--- config.mk ---
export PLATFORM = sky130hd
export DESIGN_NAME = pipe_reg_ctrl
export DESIGN_NICKNAME = d
export VERILOG_FILES = /design/src/rtl/pipe_reg_ctrl_pkg.sv /design/src/rtl/pipe_lane_reg.sv /design/src/rtl/pipe_reg_ctrl.sv
export SDC_FILE = /design/constraint.sdc
export NUM_CORES = 1
export LEC_CHECK = 0
export ABC_AREA = 1
export CELL_PAD_IN_SITES_DETAIL_PLACEMENT = 1
export CELL_PAD_IN_SITES_GLOBAL_PLACEMENT = 2
export CORE_MARGIN = 5
export CORE_UTILIZATION = 22
export DETAILED_ROUTE_END_ITERATION = 10
export GPL_TIMING_DRIVEN = 0
export PLACE_DENSITY_LB_ADDON = 0.1
export SLEW_MARGIN = 20
export SYNTH_ARGS = -nofsm -noshare
export SYNTH_HDL_FRONTEND = slang
export SYNTH_SLANG_ARGS = --single-unit
--- constraint.sdc ---
create_clock -name clk -period 12.57 [get_ports clk]
set_input_delay 3.771 -clock clk [delete_from_list [all_inputs] [get_ports clk]]
set_output_delay 3.771 -clock clk [all_outputs]
set_load 0.02 [all_outputs]
--- src/rtl/pipe_reg_ctrl_pkg.sv ---
// Shared pipeline-register constants: mask bit layout, NOP opcode and NOP encodings.
package pipe_reg_ctrl_pkg;

  localparam int PIPE_REG_PC    = 0;
  localparam int PIPE_REG_IF_ID = 1;
  localparam int PIPE_REG_ID_EX = 2;
  localparam int NUM_PIPE_MASKS = 3;

  typedef logic [NUM_PIPE_MASKS-1:0] pipe_mask_t;

  // A NOP carries OP_CODE_NOP in the top OP_CODE_BITS of the word, zeros elsewhere.
  // The same layout is used for instruction words and for decoded payloads.
  localparam int                     OP_CODE_BITS = 6;
  localparam logic [OP_CODE_BITS-1:0] OP_CODE_NOP = 6'h3F;

endpackage

--- src/rtl/pipe_lane_reg.sv ---
// One pipeline-register lane with a valid bit; per-edge priority is flush > nop > stall > load.
// flush and nop both turn the lane into NOP_VAL with valid cleared.
module pipe_lane_reg
  import pipe_reg_ctrl_pkg::*;
#(
  parameter int           W       = 32,
  parameter logic [W-1:0] NOP_VAL = '0
) (
  input  logic         clk,
  input  logic         reset,
  input  logic         flush_i,
  input  logic         nop_i,
  input  logic         stall_i,
  input  logic [W-1:0] dat_i,
  input  logic         vld_i,
  output logic [W-1:0] dat_o,
  output logic         vld_o
);

  logic [W-1:0] dat_q, dat_d;
  logic         vld_q, vld_d;

  always_comb begin
    dat_d = dat_q;
    vld_d = vld_q;
    if (flush_i || nop_i) begin
      dat_d = NOP_VAL;
      vld_d = 1'b0;
    end else if (!stall_i) begin
      dat_d = dat_i;
      vld_d = vld_i;
    end
  end

  always_ff @(posedge clk or posedge reset) begin
    if (reset) begin
      dat_q <= NOP_VAL;
      vld_q <= 1'b0;
    end else begin
      dat_q <= dat_d;
      vld_q <= vld_d;
    end
  end

  assign dat_o = dat_q;
  assign vld_o = vld_q;

endmodule

--- src/rtl/pipe_reg_ctrl.sv ---
// Dual-issue PC / IF_ID / ID_EX register control driven by per-lane stall and nop masks,
// with branch flush and saturating stall/bubble counters. All effects land on the next edge.
module pipe_reg_ctrl
  import pipe_reg_ctrl_pkg::*;
#(
  parameter int                    INSTR_WIDTH   = 32,
  parameter int                    PAYLOAD_WIDTH = 64,
  parameter int                    ADDR_WIDTH    = 16,
  parameter logic [ADDR_WIDTH-1:0] PC_RESET      = '0,
  parameter int                    CNT_WIDTH     = 32
) (
  input  logic                     clk,
  input  logic                     reset,
  input  logic [NUM_PIPE_MASKS-1:0] stall0,
  input  logic [NUM_PIPE_MASKS-1:0] stall1,
  input  logic [NUM_PIPE_MASKS-1:0] nop0,
  input  logic [NUM_PIPE_MASKS-1:0] nop1,
  input  logic                     flush,
  input  logic [ADDR_WIDTH-1:0]    branch_target,
  output logic [ADDR_WIDTH-1:0]    imem_addr,
  input  logic [INSTR_WIDTH-1:0]   imem_instr0,
  input  logic [INSTR_WIDTH-1:0]   imem_instr1,
  input  logic [PAYLOAD_WIDTH-1:0] dec_payload0,
  input  logic [PAYLOAD_WIDTH-1:0] dec_payload1,
  output logic [ADDR_WIDTH-1:0]    pc,
  output logic [INSTR_WIDTH-1:0]   if_id_instr0,
  output logic [INSTR_WIDTH-1:0]   if_id_instr1,
  output logic [ADDR_WIDTH-1:0]    if_id_pc0,
  output logic [ADDR_WIDTH-1:0]    if_id_pc1,
  output logic                     if_id_valid0,
  output logic                     if_id_valid1,
  output logic [PAYLOAD_WIDTH-1:0] id_ex_payload0,
  output logic [PAYLOAD_WIDTH-1:0] id_ex_payload1,
  output logic                     id_ex_valid0,
  output logic                     id_ex_valid1,
  output logic [CNT_WIDTH-1:0]     stall_cnt,
  output logic [CNT_WIDTH-1:0]     bubble_cnt
);

  localparam int IF_W = INSTR_WIDTH + ADDR_WIDTH;
  localparam logic [INSTR_WIDTH-1:0] NOP_INSTR =
    {OP_CODE_NOP, {(INSTR_WIDTH-OP_CODE_BITS){1'b0}}};
  localparam logic [PAYLOAD_WIDTH-1:0] NOP_PAYLOAD =
    {OP_CODE_NOP, {(PAYLOAD_WIDTH-OP_CODE_BITS){1'b0}}};
  localparam logic [IF_W-1:0] NOP_IF_ID = {NOP_INSTR, {ADDR_WIDTH{1'b0}}};

  logic [ADDR_WIDTH-1:0] pc_q, pc_d;
  logic [CNT_WIDTH-1:0]  stall_cnt_q, stall_cnt_d;
  logic [CNT_WIDTH-1:0]  bubble_cnt_q, bubble_cnt_d;
  logic                  pc_hold;
  logic [1:0]            bubble_add;
  logic [CNT_WIDTH:0]    bubble_sum;
  logic [IF_W-1:0]       if_id_dat0, if_id_dat1;

  assign pc_hold = stall0[PIPE_REG_PC] | stall1[PIPE_REG_PC];

  always_comb begin
    pc_d = pc_q + ADDR_WIDTH'(2);
    if (flush)        pc_d = branch_target;
    else if (pc_hold) pc_d = pc_q;
  end

  // Counters only see cycles where the flush did not override the masks.
  always_comb begin
    stall_cnt_d = stall_cnt_q;
    if (pc_hold && !flush && (stall_cnt_q != '1))
      stall_cnt_d = stall_cnt_q + CNT_WIDTH'(1);
    bubble_add = 2'd0;
    if (!flush)
      bubble_add = {1'b0, nop0[PIPE_REG_ID_EX]} + {1'b0, nop1[PIPE_REG_ID_EX]};
    bubble_sum   = {1'b0, bubble_cnt_q} + {{(CNT_WIDTH-1){1'b0}}, bubble_add};
    bubble_cnt_d = bubble_sum[CNT_WIDTH] ? '1 : bubble_sum[CNT_WIDTH-1:0];
  end

  always_ff @(posedge clk or posedge reset) begin
    if (reset) begin
      pc_q         <= PC_RESET;
      stall_cnt_q  <= '0;
      bubble_cnt_q <= '0;
    end else begin
      pc_q         <= pc_d;
      stall_cnt_q  <= stall_cnt_d;
      bubble_cnt_q <= bubble_cnt_d;
    end
  end

  pipe_lane_reg #(.W(IF_W), .NOP_VAL(NOP_IF_ID)) u_if_id0 (
    .clk(clk), .reset(reset), .flush_i(flush),
    .nop_i(nop0[PIPE_REG_IF_ID]), .stall_i(stall0[PIPE_REG_IF_ID]),
    .dat_i({imem_instr0, pc_q}), .vld_i(1'b1),
    .dat_o(if_id_dat0), .vld_o(if_id_valid0)
  );

  pipe_lane_reg #(.W(IF_W), .NOP_VAL(NOP_IF_ID)) u_if_id1 (
    .clk(clk), .reset(reset), .flush_i(flush),
    .nop_i(nop1[PIPE_REG_IF_ID]), .stall_i(stall1[PIPE_REG_IF_ID]),
    .dat_i({imem_instr1, pc_q + ADDR_WIDTH'(1)}), .vld_i(1'b1),
    .dat_o(if_id_dat1), .vld_o(if_id_valid1)
  );

  // ID_EX valid follows the IF_ID valid of the same lane.
  pipe_lane_reg #(.W(PAYLOAD_WIDTH), .NOP_VAL(NOP_PAYLOAD)) u_id_ex0 (
    .clk(clk), .reset(reset), .flush_i(flush),
    .nop_i(nop0[PIPE_REG_ID_EX]), .stall_i(stall0[PIPE_REG_ID_EX]),
    .dat_i(dec_payload0), .vld_i(if_id_valid0),
    .dat_o(id_ex_payload0), .vld_o(id_ex_valid0)
  );

  pipe_lane_reg #(.W(PAYLOAD_WIDTH), .NOP_VAL(NOP_PAYLOAD)) u_id_ex1 (
    .clk(clk), .reset(reset), .flush_i(flush),
    .nop_i(nop1[PIPE_REG_ID_EX]), .stall_i(stall1[PIPE_REG_ID_EX]),
    .dat_i(dec_payload1), .vld_i(if_id_valid1),
    .dat_o(id_ex_payload1), .vld_o(id_ex_valid1)
  );

  assign if_id_instr0 = if_id_dat0[IF_W-1:ADDR_WIDTH];
  assign if_id_pc0    = if_id_dat0[ADDR_WIDTH-1:0];
  assign if_id_instr1 = if_id_dat1[IF_W-1:ADDR_WIDTH];
  assign if_id_pc1    = if_id_dat1[ADDR_WIDTH-1:0];

  assign pc         = pc_q;
  assign imem_addr  = pc_q;
  assign stall_cnt  = stall_cnt_q;
  assign bubble_cnt = bubble_cnt_q;

endmodule
==> run_1/registers.png <==
Other sequential cells in the stronger gray, the rest of the logic in the fainter gray.
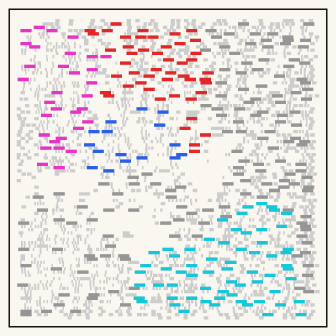
legend:
  blue:
    netlist_name: `imem_addr`
    sequential_cells: 16
  cyan:
    netlist_name: `u_id_ex0.dat_o`
    sequential_cells: 64
  red:
    netlist_name: `u_if_id1.dat_o`
    sequential_cells: 48
    where: top center
  magenta:
    netlist_name: `bubble_cnt`
    sequential_cells: 32

==> run_1/final_congestion.png <==
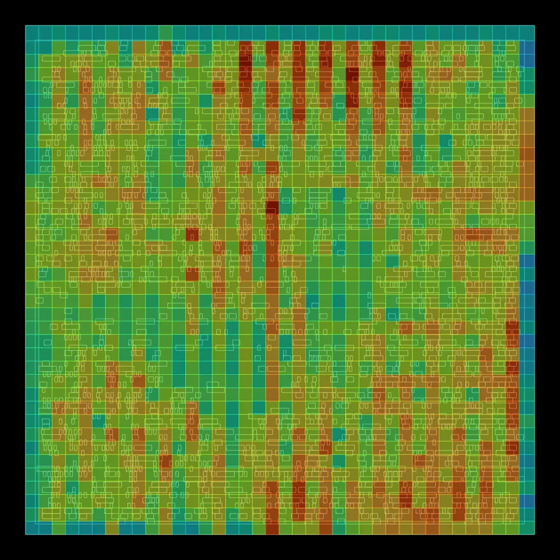
GR Util met3: 0.0661
GRT Max-Usage Layer: met2
average wire per cell in the routed design: 22.1 um
All-Layer GR Usage: 0.193

==> out/results.md, run 1 <==
| Group | Item | Reported |
|:---|:---|:---|
| run status | Run status | finished, final reports clean |
| synthesis | Number of warnings issued by yosys | 0 |
| synthesis | Flops & latches, synth | 308 |
| power and ir drop | Comb pwr share | 0.166 |
| power and ir drop | Seq group | 1.11 mW |
| synthesis | Post-synth EDFFs | 0 |
| critical path | Capturing element type of the critical path | register |
| flow run | Max-Cap Viols | 0 |
| cells and area | Fraction of area in non-clock buffers | 0.269 |
| synthesis | Top cells by area | dfrtp_1, nand2_1, o21ai_0, inv_1, a21oi_1 |
| cells and area | Number of filler instances in the final layout | 7358 |
| cells and area | Number of sequential storage elements | 308 |
| clock tree | Clock root buffer master | clkbuf_16 |
| grt | Maximum number of pins on one net before global-route repair | 95 |
| power and ir drop | Clock network power | 1.22 mW |
| critical path | Depth of the worst register-to-register path | 9 |
| synthesis | Fraction of registers with async set/reset | 1.00 |
| synthesis | Avg Inst Size Synth | 8.56 sq um |
| synthesis | Sequential share of the synthesized area | 0.548 |
| clock tree | Clock Path Buffers | 3 |
| drt | Number of antenna-violating nets in the routed design | 0 |
| sta | Period utilization | 0.537 |
| critical path | Path length in cells of the critical path | 13 |
| sta | RSZ-0062 raised after global routing | false |
| synthesis | Cell count after synthesis | 1649 |
| clock tree | Post-CTS setup repair buffer count | 0 |
| die | Starting Density | 0.223 |
| power and ir drop | PD cells | 126 mW/mm^2 |
| synthesis | Number of different library cells in the post-synthesis netlist | 38 |
| synthesis | Synth cell count leaders | nand2_1, dfrtp_1, inv_1, o21ai_0, a21oi_1 |
| power and ir drop | Peak supply drop | 0.0857 mV |
| cells and area | Count of antenna diodes in the layout | 8 |
| cells and area | Largest cell class by area | sequential cells |
| clock tree | Post-cts gate resize count | 0 |
| sta | Worst clock skew | 0.0202 ns |
| critical path | Setup crit start | flush |
| synthesis | Chip area in the Yosys report | 0.0141 sq mm |
| clock tree | Hold buffer count at cts | 0 |
| critical path | Cell with the largest stage delay on the worst path | clkdlybuf4s50_1 |
| sta | Final critical path time including I/O delays and setup | 6.75 ns |
| cells and area | Combinational gate area | 0.00514 sq mm |
| cells and area | Non-clock inverters | 214 |
| cells and area | Area added between synthesis and finish | 56.6% |
| clock tree | Insertion delay to the later sink of the worst-skew pair | 0.57 ns |
==> run_1/pins.png <==
Pins as bars across the die edge, other pins in gray.
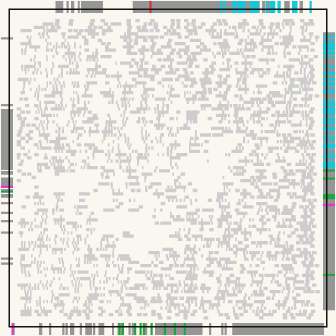
legend:
  red:
    port: `flush`
    pins: 1
    direction: input
    edge: top
  cyan:
    port: `id_ex_payload1`
    pins: 64
    direction: output
    edge: 39 right, 25 top
  magenta:
    port: `nop0`
    pins: 3
    direction: input
    edge: 1 bottom, 1 right, 1 left
  green:
    port: `if_id_pc0`
    pins: 16
    direction: output
    edge: 9 bottom, 6 right, 1 left
vertical die dimension: 263 um
quantity of I/O buffers inserted on ports: 542

==> run_1/met3.png <==
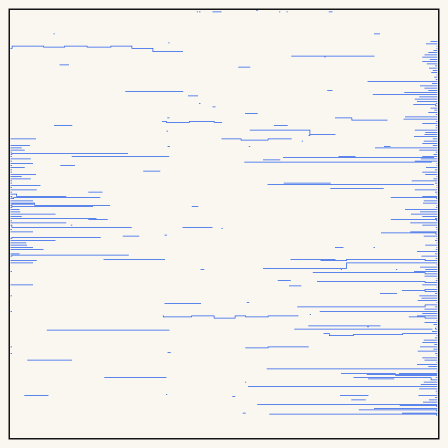
nets with wire on the layer: 246
share of all routed wire: 7.1%
main direction: horizontal
wire length on this layer: 4890 um
overall routed net length: 69.0 mm
total via count after detailed routing: 13700

## run 1: cells in the final DEF (no fill, tap or decap), drive strengths merged, types with 2 or more instances in the layout
cell type and instances:
nand4 10, dfstp 24, o211ai 2, buf 51
xor2 17, clkinv 12, ha 6, o21bai 2
nor2 119, bufinv 2, o21ai 164, clkdlybuf4s50 542
o221ai 4, xnor2 10, nand3b 11, dfrtp 284
nor3 11, or2 4, a31oi 2, nand2 402
clkinvlp 2, inv 213, nand3 72, diode 8
a21oi 131, a22o 53, mux2i 12, o22a 6
clkbuf 102
## run 1: metrics by stage
stage,instances,setup TNS (ns)
after floorplan,1649,0
after global placement,3037,-1486.36
after detailed placement,3040,0
after CTS,3119,0
after global routing,3123,0
final,3127,0
## run 1: routing by layer
metal,vias to the layer above,wire (um),global-route usage
met5,-,93,0
met4,14,1490,0.0457
met3,85,4890,0.0661
met2,323,33500,0.326
met1,6767,29100,0.238
li1,6521,-,-
## run 1: logic make-up after synthesis
kind of cell,count (synthesis),share of synthesized area
fa+ha+maj,7,0.00674
simple gates,629,0.184
flops,308,0.548
mux,12,0.00851
compound gates,366,0.148
xor+xnor,27,0.0168
buf+inv,300,0.0877
## run 1: registers in the layout, summed over array words and instances, names as in the netlist
signal	count
bubble_cnt	32
imem_addr	16
stall_cnt	32
u_id_ex0.dat_o	64
u_id_ex0.vld_o	1
u_id_ex1.dat_o	64
u_id_ex1.vld_o	1
u_if_id0.dat_o	48
u_if_id0.vld_o	1
u_if_id1.dat_o	48
u_if_id1.vld_o	1
## run 1: worst min-delay path: cells and delay by family, from the launching register on
family           cells  cell delay, ns
DFF                  1            0.36
and+or+nand+nor      2            0.09
==> run_1/metal_stack.png <==
Two of the layers only.
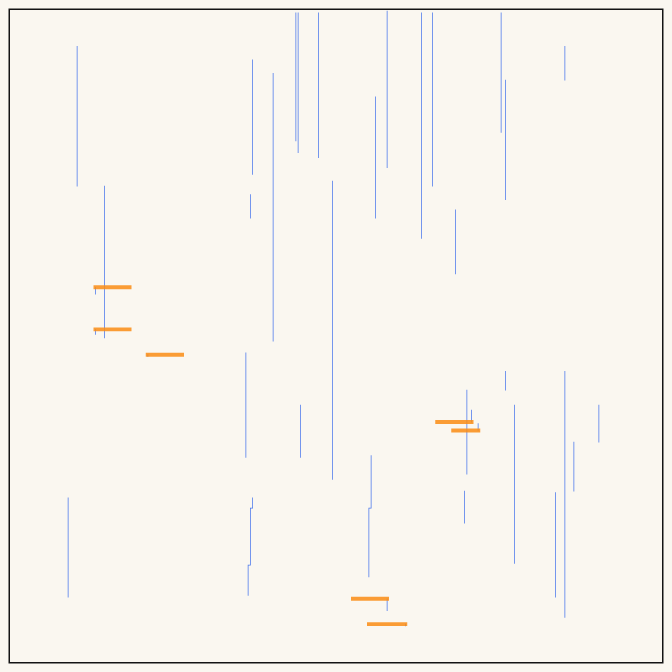

--- run 2 (diff from run 1) ---
--- a/config.mk
+++ b/config.mk
@@ -9,7 +9,7 @@
 export CELL_PAD_IN_SITES_DETAIL_PLACEMENT = 1
 export CELL_PAD_IN_SITES_GLOBAL_PLACEMENT = 2
 export CORE_MARGIN = 5
-export CORE_UTILIZATION = 22
+export CORE_UTILIZATION = 25
 export DETAILED_ROUTE_END_ITERATION = 10
 export GPL_TIMING_DRIVEN = 0
 export PLACE_DENSITY_LB_ADDON = 0.1
==> constraint.sdc (replaced) <==
create_clock -name clk -period 6.98 [get_ports clk]
set_input_delay 2.094 -clock clk [delete_from_list [all_inputs] [get_ports clk]]
set_output_delay 2.094 -clock clk [all_outputs]
set_load 0.02 [all_outputs]
==> run_2/metal_stack.png <==
Two of the layers only.
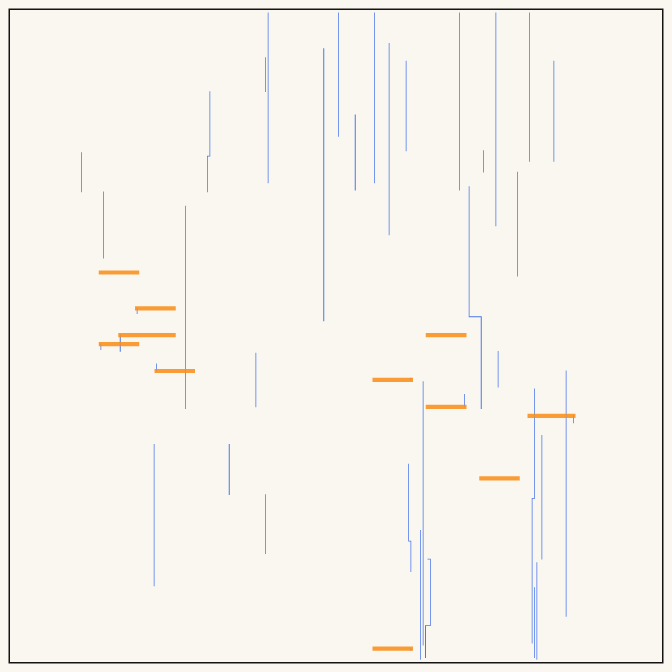
legend:
  blue:
    layer: met4
    wire_length: 1650 um
  orange:
    layer: met5
    wire_length: 161 um
total via count after detailed routing: 13600
All-Layer GR Usage: 0.209
average wire per cell in the routed design: 21.7 um

==> out/results.md, run 2 <==
| Group | Item | Reported | Change |
|:---|:---|:---|:---|
| run status | Run status | finished, final reports clean |  |
| synthesis | Dominant non-sequential cell family after synthesis | simple AND/OR/NAND/NOR gates |  |
| power and ir drop | Comb pwr share | 0.166 | about the same |
| die | Vertical die dimension | 248 um | -6.0% |
| sta | Final critical path time including I/O delays and setup | 5.05 ns |  |
| clock tree | Hold buffer count at cts | 0 | unchanged |
| flow run | Max-Cap Viols | 0 | unchanged |
| synthesis | Post-synthesis share of cell area spent on xor and xnor gates | 0.0168 | unchanged |
| place | Total placed cells including tap cells | 2959 | -2.7% |
| drt | Overall routed net length | 66.1 mm | -4.2% |
| clock tree | Post-cts gate resize count | 0 | unchanged |
| cells and area | Final std cells w/o fill | 3040 | -2.8% |
| drt | Number of antenna-violating nets in the routed design | 0 | unchanged |
| critical path | Capturing element type of the critical path | register |  |
| synthesis | Fraction of the mapped netlist area in simple logic gates | 0.184 | unchanged |
| cells and area | Number of filler instances in the final layout | 6536 | -11% |
| synthesis | Post-synth EDFFs | 0 | unchanged |
| synthesis | Synth cell count leaders | nand2_1, dfrtp_1, inv_1, o21ai_0, a21oi_1 |  |
| grt | Maximum number of pins on one net before global-route repair | 33 | -65% |
| synthesis | Fraction of registers with async set/reset | 1.00 | unchanged |
| critical path | Cell with the largest stage delay on the worst path | clkdlybuf4s50_1 |  |
| sta | Total negative setup slack | 0 ns | unchanged |
| synthesis | Flops & latches, synth | 308 | unchanged |
| synthesis | And-or/or-and share of the synthesized area | 0.148 | unchanged |
| sta | RSZ-0062 raised after global routing | false |  |
| synthesis | Chip area in the Yosys report | 0.0141 sq mm | unchanged |
| clock tree | Insertion delay to the later sink of the worst-skew pair | 0.56 ns | about the same |
| power and ir drop | Seq group | 1.99 mW | +79% |
| synthesis | Adder and majority cell fraction of the synthesized area | 0.00674 | unchanged |
| cells and area | Area added between synthesis and finish | 56.9% |  |
| cells and area | Most frequent logic cell in the layout | clkdlybuf4s50_1 |  |
| synthesis | Number of warnings issued by yosys | 0 | unchanged |
| clock tree | Clock Path Buffers | 3 | unchanged |
| synthesis | Avg Inst Size Synth | 8.56 sq um | unchanged |
| synthesis | Sequential share of the synthesized area | 0.548 | unchanged |
| synthesis | Top cells by area | dfrtp_1, nand2_1, o21ai_0, inv_1, a21oi_1 |  |
| synthesis | Mux cell area share after synthesis | 0.00851 | unchanged |
| power and ir drop | PD cells | 227 mW/mm^2 | +80% |
| power and ir drop | Peak supply drop | 0.150 mV | +75% |
| sta | Worst clock skew | 0.0161 ns | -0.00407 ns |
| clock tree | Post-CTS setup repair buffer count | 0 | unchanged |
| sta | Period utilization | 0.724 |  |
| die | Starting Density | 0.251 | +0.0283 |
| power and ir drop | Clock network power | 2.20 mW | +80% |
-- run 2: netlist changes by cell type in the layout (fill, tap and decap cells not counted) --
cell        change
buf_12         +11
clkinv_2        -5
buf_16          -2
clkbuf_8        +2
diode_2         -2
bufinv_16       +1
clkbuf_1        +1
clkbuf_16       -1
clkinv_8        -1
clkinvlp_4      -1
inv_16          +1
inv_8           -1
-- run 2: cell type report --
class / instances / area, sq um / share of cell area
flip-flops and latches: 308 / 7740 / 0.349
well taps: 756 / 946 / 0.0427
diodes: 6 / 15.0 / 0.000678
clock buffers: 66 / 1250 / 0.0565
clock inverters: 9 / 146 / 0.00661
repair buffers: 554 / 5670 / 0.256
plain buffers: 86 / 432 / 0.0195
multi-input cells: 1041 / 5140 / 0.232
inverters: 214 / 810 / 0.0366
-- run 2: metal layers --
layer,track usage,wire (um)
met5,0,161
met4,0.0568,1650
met3,0.0664,4940
met2,0.362,32800
met1,0.250,26600
-- run 2: kinds of logic (layout without fill, tap and decap cells) --
group                    after synthesis  after routing
flip-flops                           308            308
multiplexers                          12             12
buffers and inverters                300            929
other                                  0              6
AND-OR/OR-AND                        366            366
adder cells (fa/ha/maj)                7              7
AND/OR/NAND/NOR                      629            629
XOR/XNOR                              27             27
-- run 2: path summary, 6_finish.rpt --
check | from | to | slack (ns) | cells past startpoint
max | flush | bubble_cnt[25] | 1.93 | 13
min | u_if_id0.dat_o[45] | u_if_id0.dat_o[45] | 0.47 | 2
max reg2reg | bubble_cnt[0] | bubble_cnt[25] | 4.70 | 9
min reg2reg | u_if_id0.dat_o[45] | u_if_id0.dat_o[45] | 0.47 | 2
max in group asynchronous | reset | u_id_ex0.dat_o[62] | 4.23 | 5
min in group asynchronous | reset | u_id_ex1.dat_o[47] | 1.82 | 2
No activity file was given, so power comes from the tool's default toggle rates.
